`src/rtl/imem_pkg.sv`:
```
// ============================================================================
// Module  : imem_pkg
// Brief   : Shared widths, opcode constants and loader state encoding.
//           IMEM_LOADER_CHECKSUM_EN adds the checksum (CHK) state.
// Rev     : 1.0
// ============================================================================
`default_nettype none

package imem_pkg;

    localparam int INSTR_W = 16;
    localparam int ADDR_W  = 4;

    localparam logic [3:0] c_op_nop = 4'h0;
    localparam logic [3:0] c_op_ldi = 4'h1;
    localparam logic [3:0] c_op_add = 4'h2;
    localparam logic [3:0] c_op_sub = 4'h3;
    localparam logic [3:0] c_op_jmp = 4'hF;

    typedef enum logic [2:0] {
        IDLE  = 3'd0,
        LO    = 3'd1,
        HI    = 3'd2,
        WRITE = 3'd3,
`ifdef IMEM_LOADER_CHECKSUM_EN
        CHK   = 3'd4,
`endif
        DONE  = 3'd5
    } loader_state_t;

endpackage

`default_nettype wire

```
`src/rtl/imem_loader_if.sv`:
```
// ============================================================================
// Module  : imem_loader_if
// Brief   : Byte-stream input and instruction-memory write port of the loader.
// Rev     : 1.0
// ============================================================================
`default_nettype none

interface imem_loader_if #(
    parameter int INSTR_W = 16,
    parameter int ADDR_W  = 4
);
    logic               byte_valid;
    logic [7:0]         byte_data;
    logic               byte_ready;
    logic               wr_en;
    logic [ADDR_W-1:0]  wr_addr;
    logic [INSTR_W-1:0] wr_data;

    // master = loader side, slave = byte source / memory side
    modport master (
        input  byte_valid, byte_data,
        output byte_ready, wr_en, wr_addr, wr_data
    );

    modport slave (
        output byte_valid, byte_data,
        input  byte_ready, wr_en, wr_addr, wr_data
    );

endinterface

`default_nettype wire

```
`src/rtl/imem_loader.sv`:
```
// ============================================================================
// Module  : imem_loader
// Brief   : Assembles little-endian byte pairs into instructions and writes
//           them to instruction memory while holding the CPU.
//           Optional: IMEM_LOADER_CHECKSUM_EN (trailing XOR checksum byte).
// Rev     : 1.0
// ============================================================================
`default_nettype none

module imem_loader #(
    parameter int INSTR_W = imem_pkg::INSTR_W,
    parameter int ADDR_W  = imem_pkg::ADDR_W
) (
    input  wire logic          clk,
    input  wire logic          rst_n,
    input  wire logic          start,
    input  wire logic [ADDR_W:0] load_len,
    imem_loader_if.master      bus,
    output logic               cpu_hold,
    output logic               done,
    output logic               err
);
    import imem_pkg::*;

    localparam logic [ADDR_W:0] c_full = {1'b1, {ADDR_W{1'b0}}};
    localparam logic [ADDR_W:0] c_one  = {{ADDR_W{1'b0}}, 1'b1};

    loader_state_t      r_state;
    loader_state_t      w_next;
    logic [ADDR_W:0]    r_len;
    logic [ADDR_W-1:0]  r_addr;
    logic [INSTR_W-1:0] r_data;
    logic [ADDR_W:0]    w_len_eff;
    logic               w_accept;
    logic               w_last;
    logic               w_byte_ready;
    logic               w_wr_en;

    // Zero and oversize lengths both mean a full memory, so wr_addr never wraps.
    assign w_len_eff = ((load_len == '0) || (load_len > c_full)) ? c_full : load_len;
    assign w_accept  = bus.byte_valid && w_byte_ready;
    assign w_last    = (({1'b0, r_addr} + c_one) == r_len);

    always_ff @(posedge clk) begin
        if (!rst_n) begin
            r_state <= IDLE;
        end else begin
            r_state <= w_next;
        end
    end

    always_comb begin
        w_next       = r_state;
        w_byte_ready = 1'b0;
        w_wr_en      = 1'b0;
        cpu_hold     = 1'b1;
        done         = 1'b0;
        case (r_state)
            IDLE: begin
                cpu_hold = 1'b0;
                if (start) w_next = LO;
            end
            LO: begin
                w_byte_ready = 1'b1;
                if (w_accept) w_next = HI;
            end
            HI: begin
                w_byte_ready = 1'b1;
                if (w_accept) w_next = WRITE;
            end
            WRITE: begin
                w_wr_en = 1'b1;
`ifdef IMEM_LOADER_CHECKSUM_EN
                w_next  = w_last ? CHK : LO;
`else
                w_next  = w_last ? DONE : LO;
`endif
            end
`ifdef IMEM_LOADER_CHECKSUM_EN
            CHK: begin
                w_byte_ready = 1'b1;
                if (w_accept) w_next = DONE;
            end
`endif
            DONE: begin
                done   = 1'b1;
                w_next = IDLE;
            end
            default: w_next = IDLE;
        endcase
    end

    always_ff @(posedge clk) begin
        if (!rst_n) begin
            r_len  <= '0;
            r_addr <= '0;
            r_data <= '0;
        end else begin
            case (r_state)
                IDLE: if (start) begin
                    r_len  <= w_len_eff;
                    r_addr <= '0;
                end
                LO:    if (w_accept) r_data[7:0]  <= bus.byte_data;
                HI:    if (w_accept) r_data[15:8] <= bus.byte_data;
                WRITE: if (!w_last)  r_addr       <= r_addr + 1'b1;
                default: ;
            endcase
        end
    end

`ifdef IMEM_LOADER_CHECKSUM_EN
    logic [7:0] r_csum;
    logic       r_err;

    always_ff @(posedge clk) begin
        if (!rst_n) begin
            r_csum <= '0;
            r_err  <= 1'b0;
        end else if ((r_state == IDLE) && start) begin
            r_csum <= '0;
            r_err  <= 1'b0;
        end else if (w_accept && ((r_state == LO) || (r_state == HI))) begin
            r_csum <= r_csum ^ bus.byte_data;
        end else if (w_accept && (r_state == CHK)) begin
            r_err  <= r_err | (bus.byte_data != r_csum);
        end
    end

    assign err = r_err;
`else
    assign err = 1'b0;
`endif

    assign bus.byte_ready = w_byte_ready;
    assign bus.wr_en      = w_wr_en;
    assign bus.wr_addr    = r_addr;
    assign bus.wr_data    = r_data;

endmodule

`default_nettype wire

```
`src/flat_wrapper.sv`:
```
// flat-port wrapper written by rule: the top's interface ports become plain ports
module imem_loader_flat import imem_pkg::*;
#(
    parameter int INSTR_W = imem_pkg::INSTR_W,
    parameter int ADDR_W  = imem_pkg::ADDR_W
)
  (clk, rst_n, start, load_len, cpu_hold, done, err, bus_byte_valid, bus_byte_data, bus_byte_ready, bus_wr_en, bus_wr_addr, bus_wr_data);
  imem_loader_if #(.INSTR_W(INSTR_W), .ADDR_W(ADDR_W)) bus_i ();
  input  wire logic clk;
  input  wire logic rst_n;
  input  wire logic start;
  input  wire logic [ADDR_W:0] load_len;
  output logic cpu_hold;
  output logic done;
  output logic err;
  input wire logic [$bits(bus_i.byte_valid)-1:0] bus_byte_valid;
  input wire logic [$bits(bus_i.byte_data)-1:0] bus_byte_data;
  output wire logic [$bits(bus_i.byte_ready)-1:0] bus_byte_ready;
  output wire logic [$bits(bus_i.wr_en)-1:0] bus_wr_en;
  output wire logic [$bits(bus_i.wr_addr)-1:0] bus_wr_addr;
  output wire logic [$bits(bus_i.wr_data)-1:0] bus_wr_data;
  assign bus_i.byte_valid = bus_byte_valid;
  assign bus_i.byte_data = bus_byte_data;
  assign bus_byte_ready = bus_i.byte_ready;
  assign bus_wr_en = bus_i.wr_en;
  assign bus_wr_addr = bus_i.wr_addr;
  assign bus_wr_data = bus_i.wr_data;
  imem_loader #(.INSTR_W(INSTR_W), .ADDR_W(ADDR_W)) u_core (.clk(clk), .rst_n(rst_n), .start(start), .load_len(load_len), .bus(bus_i), .cpu_hold(cpu_hold), .done(done), .err(err));
endmodule
```
`config.mk`:
```
export PLATFORM = sky130hd
export DESIGN_NAME = imem_loader_flat
export DESIGN_NICKNAME = d
export VERILOG_FILES = /design/src/rtl/imem_pkg.sv /design/src/rtl/imem_loader_if.sv /design/src/rtl/imem_loader.sv /design/src/flat_wrapper.sv
export SDC_FILE = /design/constraint.sdc
export NUM_CORES = 1
export LEC_CHECK = 0
export ABC_CLOCK_PERIOD_IN_PS = 2170
export CORE_MARGIN = 4
export CORE_UTILIZATION = 45
export DETAILED_ROUTE_END_ITERATION = 10
export PLACE_DENSITY = 0.81
export SLEW_MARGIN = 25
export SYNTH_ARGS = -nofsm -noshare
export SYNTH_HDL_FRONTEND = slang
export SYNTH_SLANG_ARGS = --single-unit
```
`constraint.sdc`:
```
create_clock -name clk -period 2.17 [get_ports clk]
set_clock_uncertainty 0.1 [all_clocks]
set_input_delay 0.217 -clock clk [delete_from_list [all_inputs] [get_ports clk]]
set_output_delay 0.217 -clock clk [all_outputs]
set_load 0.005 [all_outputs]
```
Figure 1. Placed standard cells.
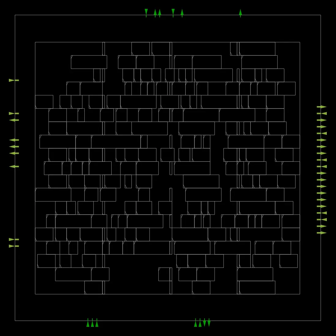
flop share of the area: 31.03%
number of rows created at floorplan: 19
layout filler cell count: 238
flop count: 28

Figure 2. Pin map.
Pins as bars across the die edge, other pins in grey.
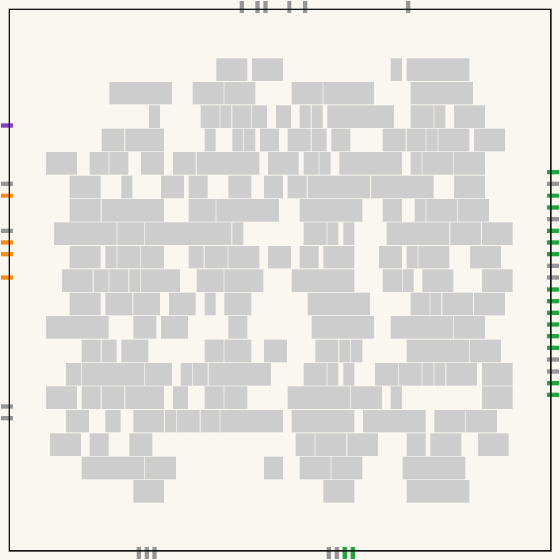
colour	port	pins	direction	edge
purple	clk	1	input	left
orange	bus_wr_addr	4	output	left
green	bus_wr_data	16	output	14 right, 2 bottom

==> run summary <==
Implementation status.

- The first-pass iteration count of the detailed router is 4.
- The wire length after detailed routing is 2874 µm.
- After routing, the total negative slack on setup checks comes to 0 ns.
- The buffer-and-inverter tally for the worst setup path is 1.
- The die extent in y is 62.70 µm.
- The initial antenna violation count was 0.
- The largest fanout on the critical path is 6.
- The detail-routed net length per standard cell is 13.12 µm.
- Per the detail_route report, DRC violations left total 0.
- Per the post-route antenna check, the number of violating nets is 0.
- Per the synth log, the flip-flop and latch total comes to 28.
- The most frequently used cell type in the post-synthesis netlist is sky130_fd_sc_hd__dfxtp_1.
- The post-layout minimum cycle time is 2.054 ns.
- The cell sequence reported for the critical path is ha_1 -> and4b_1 -> a22oi_2 -> a2111oi_4 -> buf_4 -> or4_1 -> o211ai_2.
- Routability-driven placement finished with a final weighted congestion of 0.7734.
- In the layout the commonest cells are 40 x sky130_fd_sc_hd__clkdlybuf4s50_1, 27 x sky130_fd_sc_hd__dfxtp_1, 24 x sky130_fd_sc_hd__nand2_1.
- Input and output buffers added on the ports amount to 40.
- For this run, the share of the core covered by cells in the final layout is 64.54%.
- The worst pin sits at a relative slew slack of 62.60%.
- The category of the most critical setup path is reg -> reg.
- The CTS root buffer is sky130_fd_sc_hd__clkbuf_4.
- The average vias per placed instance is 5.370.
- The first-pass GRT wire length is 4767 µm.
- Buffers inserted to repair hold after CTS numbered 0.
- For this design the total switching power over the nets is 227.9 µW.
- Per the TritonCTS log, the buffer count is 3.
- In this run, power in the clock network comes to 203 µW.
- The synthesized netlist was found by Yosys to have 149 cells.
- The total cell area reported by yosys after synthesis is 1346 µm².
- STA classifies the critical path endpoint as a flop.
- The longest clock path from root to sink contains 2 buffers.
- The final tally of hold violations is 0.
- TritonCTS reports the number of clock sinks as 28.
- Between the synthesized netlist and the finished layout, the area growth was recorded as 34.48%.
- The number of violations reported at the end of detailed-routing iteration 0 is 37.
- Yosys mapped a number of flops with a built-in enable equal to 0.
- The delay of the slowest cell on the worst path is 0.48 ns.
- The number of cells on the worst hold path is 3.
- The post-synthesis adder-cell area fraction is 1.859%.
- The mean post-synth cell area is 9.036 µm².
- The number of distinct library cells after synthesis is 37.
- The layout summary lists the proportion of cells stronger than drive strength 1 as 9.043%.
- Summing the areas of all xor and xnor instances in the mapped netlist gives 3.253% of the synthesized area.
- The slowest stage cell on the critical path is sky130_fd_sc_hd__or4_1.
- In the final report, the number of endpoints failing setup comes to 0.
- The combinational power reported by the tool is 166 µW.
- 0 antenna diodes ended up in the layout.
- The I/O pin count is 42.
- The kind of path behind the tightest hold check is in -> reg.
- The clock network fraction of design power is 22.1%.
- The maximum vdd drop is 0.2356 mV.
- The via count is 1176.
- The CTS tree is yes.
- After synthesis, the share of cell area in mux cells is 5.948%.
- STA puts the critical path data arrival time at 2.21 ns.
- Per the post-CTS timing run, clock transition at the registers of the reported paths is 0.14 ns.
- In this run, the combinational gates consume 18.0% of the power.
- Yosys shows that the main logic family after synthesis is simple AND/OR/NAND/NOR gates.
- The slew at the pin closest to its max-slew limit is 0.5589 ns.
- The number of warnings in the stage logs is 26.
- The largest power group is sequential cells.
- The synthesis report names the predominant flop master as sky130_fd_sc_hd__dfxtp_1.
- The number of global-route vias before repair is 1079.
- The core region is 2805 µm².
- Counting flops with an async set or reset pin after synthesis yields a share of 0%.
- The peak clock frequency supported by timing is 486.9 MHz.
- Total power normalized to cell area comes to 508.5 nW/µm².
- The proportion of power drawn by flip-flops and latches is 59.9%.
- Setup repair after global routing left no endpoint under its margin.
- The cell-mix breakdown from Yosys lists the compound-gate area share as 15.80%.
- By area the synthesized netlist is led by sky130_fd_sc_hd__dfxtp_1 42%, sky130_fd_sc_hd__nor2b_1 7.0%, sky130_fd_sc_hd__nand2_1 6.7%.
- After technology mapping, the gate count stands at 149.
- The run finished with clean final reports.
- For this configuration, the core starts out at a cell density of 47.99%.
- The horizontal die dimension is 62.70 µm.
- The leakage dissipation is 0.0006329 µW.
- The internal power of the cells totals 692.8 µW.
- The report counts max-capacitance violations totalling 0.
- In this run the number of H-tree levels came out at 1.
- Data on the critical path is required at its endpoint by 2.33 ns.
- The share of the Yosys chip area taken by registers is 41.64%.
Figure 3. Cell area per tile.
6 x 6 tiles, from white (low) to dark blue (high), 0 to 100% covered.
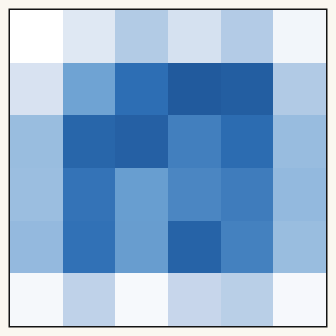
nearly empty tiles	2.8%
emptiest ninth of the die	top left
mean over tiles	45%
fullest tile	83%
densest ninth of the die	middle

Figure 4. Met3 routing.
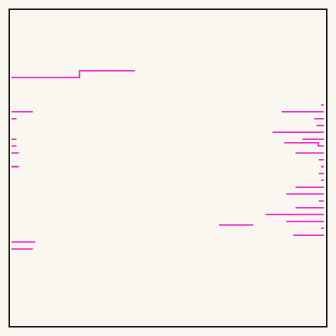
longest straight run	13.3 µm
main direction	horizontal

final timing paths:
check	from	endpoint	slack, ns
setup / recovery	u_core.bus.wr_addr[1]$_SDFFE_PN0P_	u_core.bus.wr_addr[3]$_SDFFE_PN0P_	0.12
hold / removal	bus_byte_data[3]	u_core.bus.wr_data[3]$_SDFFE_PN0P_	0.37
setup reg to reg	u_core.bus.wr_addr[1]$_SDFFE_PN0P_	u_core.bus.wr_addr[3]$_SDFFE_PN0P_	0.12
hold reg to reg	u_core.bus.wr_data[3]$_SDFFE_PN0P_	u_core.bus.wr_data[3]$_SDFFE_PN0P_	0.38
metal layers:
layer	wire, µm	vias to the layer above
met1	1293	552
li1	-	593
met5	0	-
met3	131	0
met4	0	0
met2	1450	31
flip-flops by register name, indices dropped and copies added (netlist names):
signal	count
u_core.r_len	5
u_core.bus.wr_addr	4
u_core.bus.wr_data	16
u_core.r_state	3
worst min-delay path, delay by kind of cell:
family                 cells  cell delay (ns)
and+or+nand+nor            1             0.06
AOI/OAI and AO/OA          1             0.06
buffers and inverters      1             0.42
per-stage QoR:
step,total power [µW],instances,instance area [µm²],setup slack (ns),hold slack [ns]
after floorplan,643.0,149,1346,0.2543,0.2619
after global placement,719.3,215,1774,0.2154,0.3516
after detailed placement,726.2,215,1774,0.1323,0.3615
after CTS,925.8,218,1798,0.08708,0.3710
after global routing,972.5,219,1810,0.001297,0.3867
final,920.7,219,1810,0.1160,0.3737
final cells by class:
type	count	area [µm²]
fillers	238	994.7
multi-input cells	110	745.7
flip-flops and latches	28	561.8
repair buffers	44	430.4
well taps	31	38.79
clock buffers	3	22.52
inverters	3	11.26
what timing repair did:
action	4_1_cts	5_1_grt
pin swaps	0	1
buffers inserted	0	1
endpoints found under the hold margin	0	0
resized	1	2
endpoints found under the setup margin	1	4
No activity file was given, so power comes from the tool's default toggle rates.
